Figure 1. Met1 routing (run 1).
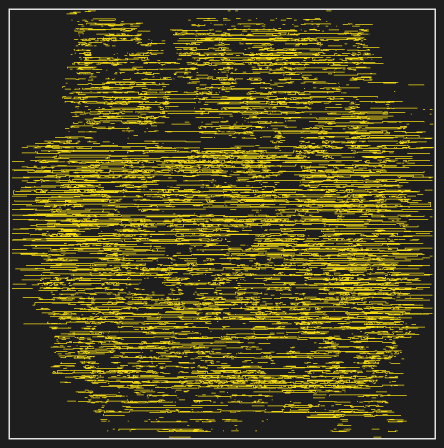
Figure 2. Track usage over the die (run 1).
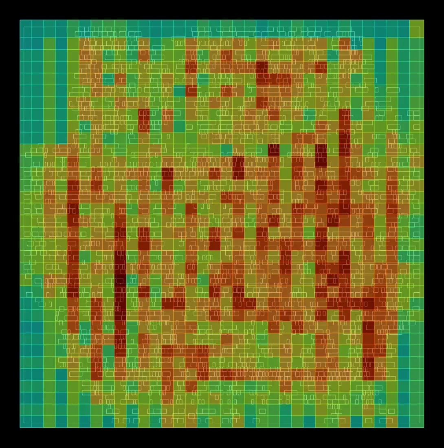
Figure 3. Placed cells, one colour a class (run 1).
Fill, decap, tap and diode cells in grey.
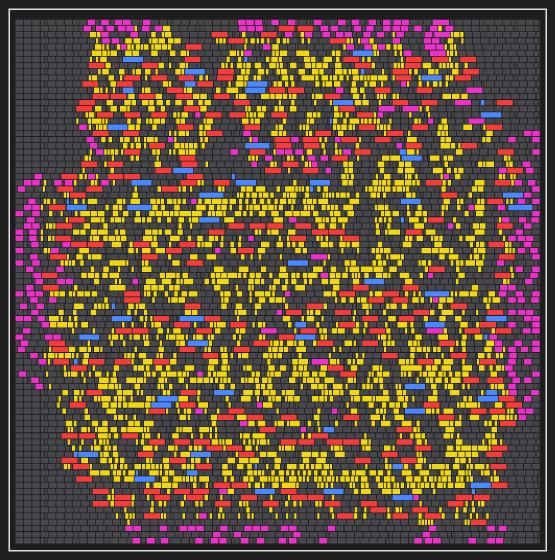
Figure 4. I/O nets highlighted (run 1).
The bar under the picture is 50 um long.
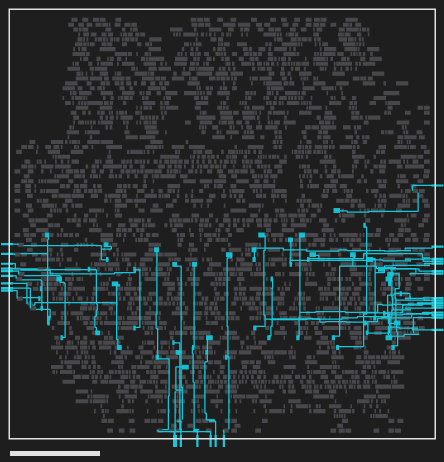
==> config.mk <==
export PLATFORM = sky130hd
export DESIGN_NAME = multi_dataflow_tile_sched
export DESIGN_NICKNAME = d
export VERILOG_FILES = /design/src/rtl/multi_dataflow_tile_sched.sv
export SDC_FILE = /design/constraint.sdc
export NUM_CORES = 1
export LEC_CHECK = 0
export CORE_AREA = 2 2 234 236
export DETAILED_ROUTE_END_ITERATION = 6
export DIE_AREA = 0 0 236 238
export HOLD_SLACK_MARGIN = 0.03
export PLACE_DENSITY = 0.56
export SYNTH_ARGS = -nofsm -noshare
export SYNTH_HDL_FRONTEND = slang
export SYNTH_SLANG_ARGS = --single-unit
==> constraint.sdc <==
create_clock -name clk_i -period 3.7 [get_ports clk_i]
set_input_delay 1.11 -clock clk_i [delete_from_list [all_inputs] [get_ports clk_i]]
set_output_delay 1.11 -clock clk_i [all_outputs]
set_load 0.05 [all_outputs]
==> impl_metrics.ini <==
; flow metrics
[synthesis]
synth_cell_types = 97
yosys_area_sq_um = 18600
xor_area_share_pct = 6.84
top_area_share_pct = 28.3
ys.flops = 262
logic_family = AND-OR/OR-AND gates
ys_sh_aoi_pct = 28.6
synth-edff-count = 0
yosys-top-cells-count = nand2_1, a21oi_1, dfxtp_1
yosysMostFrequentCell = nand2_1
fa_ha_area_share_pct = 9.06
syn_inst = 2456
top_area_cell = dfxtp_1
synth.cellmix.simpleShare_pct = 21.7
synth.net_count = 2756
syn_avg_cell_area_sq_um = 7.56
synthesis.area_sq_um = 18600
flop_cell = dfxtp_1
yosys_cells = 2456
postSynthSeqShare_pct = 28.3
mux_area_share_pct = 1.35
ys_async_sr_fraction_pct = 0
synth_warnings = 0
top_cells_by_area = dfxtp_1, ha_1, a21oi_1

[clock_tree]
ctsHoldBuffers = 0
htreeDepth = 2
cts.clk_slew.worst_paths_ps = 60
clock_path_buffers = 3
numCtsBuffers = 37
cts_root_buf = clkbuf_16
cts_setup_buffers = 0
clk_latency_ps = 560
clock_sinks = 262
cts_tree = done
cts_resized = 0

[final_timing]
slew_violations = 0
fin_skew_ps = 19.7
relSlewSlack_pct = 34.7
tightest_slew_ps = 979
tns_ps = 0
fmax_ghz = 0.279
min_period_ps = 3580
hold_viol = 0
finalSetupViolations = 0
rsz0062_at_grt = false
finalClockPeriodUsage_pct = 96.7

[job]
maxCapViolCount = 0

[critical_path]
crit_cells = 6
worstPathCellList = clkdlybuf4s50_1 -> nand3_1 -> nor3b_1 -> nand2_1 -> inv_1 -> buf_12
cp.required_ps = 2590
arrival_ps = 2470
cp_num_buf_inv = 3
critPathMaxFanout = 3
critical-path-max-stage-delay_ps = 460
reg2reg_depth = 12
critPathLaunchType = input pin
critPathKind = in2out
r2r_slack_ps = 310
cp-end-kind = primary output
critPathSlowestCell = clkdlybuf4s50_1
cp_top_family = buffers and inverters

[place]
place_congestion = 0.925
hpwl_um = 55700

[pwr]
peakVddDrop_mv = 0.290
power_leakage_uw = 0.00926
power_frac_seq_pct = 34.3
power_frac_clock_pct = 42.0
p_switching_uw = 2970
comb_power_share_pct = 23.6
swShare_pct = 32.0
power.internal_uw = 6330
power_density_nw_per_um2 = 401

[die]
die-width_um = 236
core_area_sq_um = 53500
chip_area_sq_um = 56200
initCoreUtil_pct = 34.7
die_h_um = 238

[global_route]
grt_max_degree = 170
grt_pass1_wl_um = 110000
grt_usage_pct = 25.3
antenna_found_initial = 0
overflow = 0
first_global_vias = 18300

[route]
final_antenna_net_count = 0
first_iter_violations = 1657
wl_met3_um = 4790
drcViolationCount = 0
first_pass_iters = 6
top_layer = met4
route.met2.wl_um = 33200
m1WireLength_um = 33000
vias_per_cell = 5.77

[hold_path]
hold_class = reg2reg
whs_path_depth = 2

[status]
outcome = complete, no violations

[cells_and_area]
antenna_cells = 0
drive_gt1_share_pct = 6.56
area_delta_synth_final_pct = 24.9
nFillCells = 5421
nets = 2938
About Figure 1:
share of all routed wire: 45%
main direction: horizontal
wire length on this layer: 33.0 mm
vias post-DR: 19400
met1 usage: 33.6%
drt total wl: 73800 um

About Figure 2:
most used routing layer: met2
WL/cell: 21.9 um

About Figure 3:
legend:
  magenta:
    class: other buffers and delay cells
    cells: 290
    share_of_their_area: 13%
  red:
    class: flops
    cells: 262
    share_of_their_area: 24%
  yellow:
    class: all other logic
    cells: 2047
    share_of_their_area: 57%
  blue:
    class: clock drivers and dummy loads
    cells: 68
    share_of_their_area: 6.0%
post-route cell area: 23200 sq um
fin util: 43.3%
std cell rows: 85

About Figure 4:
legend:
  cyan:
    port: `in0_base_i`
    bits: 32
    direction: input
    end_cells: 61
    buffers: 32
    wire: 2670 um
IO Count: 254
port buffer count: 253

## run 1: logic make-up after synthesis
group           Yosys count
xor+xnor                145
mux                      24
compound gates          801
fa+ha+maj               132
simple gates            895
flops                   262
buf+inv                 197
## run 1: final cells by class
class                   instances  area [sq um]  area share [%]
clock buffers                  50          1090            4.69
clock inverters                18           244            1.05
inverters                      50           188           0.810
multi-input cells            1997         12600            54.3
flip-flops and latches        262          5250            22.6
well taps                     696           871            3.76
repair buffers                290          2960            12.8
## run 1: layer usage
metal  GRT usage [%]  vias to the layer above
met5               0                        -
met4            9.77                        0
met3            4.35                      150
met2            41.0                      708
met1            33.6                     9242
li1                -                     9319
## run 1: stage by stage
step                      cells  instance area [sq um]  hold WS (ps)  setup slack (ps)  power, uW
final                      3363                  23200           468               121       9300
after global routing       3363                  23200           487              24.7       9700
after CTS                  3363                  23200           467               120       9360
after detailed placement   3295                  21800           459               127       5420
after global placement     3295                  21800           457               121       5400
after floorplan            2456                  18600           436               434       4570
## run 1: layout by cell type, fill, tap and decap left out, types with 11 or more instances in the layout
| cell type | instances |
|---|---|
| nand2_1 | 389 |
| a21oi_1 | 300 |
| dfxtp_1 | 262 |
| clkdlybuf4s50_1 | 249 |
| nor2_1 | 227 |
| ha_1 | 128 |
| o21ai_0 | 89 |
| xnor2_1 | 79 |
| xor2_1 | 66 |
| nand3_1 | 60 |
| a21o_1 | 56 |
| a211oi_1 | 52 |
| inv_1 | 48 |
| a311oi_1 | 46 |
| nor3_1 | 43 |
| clkbuf_16 | 39 |
| a22oi_1 | 30 |
| and3_1 | 28 |
| buf_4 | 28 |
| a31oi_1 | 24 |
| or3_1 | 20 |
| o21a_1 | 19 |
| nand2b_1 | 19 |
| o21ai_1 | 19 |
| mux2i_1 | 19 |
| nor4_1 | 16 |
| o211ai_1 | 16 |
| o21bai_1 | 16 |
| nand4_1 | 15 |
| a222oi_1 | 15 |
| buf_12 | 12 |
| clkinv_2 | 11 |
## run 1: power groups by stage
stage                     Sequential [uW]  Clock (uW)  Combinational (uW)
after detailed placement             3250           0                2170
after CTS                            3190        3990                2190
after floorplan                      3320           0                1260
final                                3190        3910                2200
after global routing                 3210        4120                2370
after global placement               3250           0                2150
## run 1: worst register-to-register path: cells and delay by family (launching register included)
family	cells	cell delay, ps
compound gates	7	1820
fa+ha+maj	2	700
flops	1	360
simple gates	2	350
buf+inv	1	90
Power is estimated from default activity; no workload was simulated.
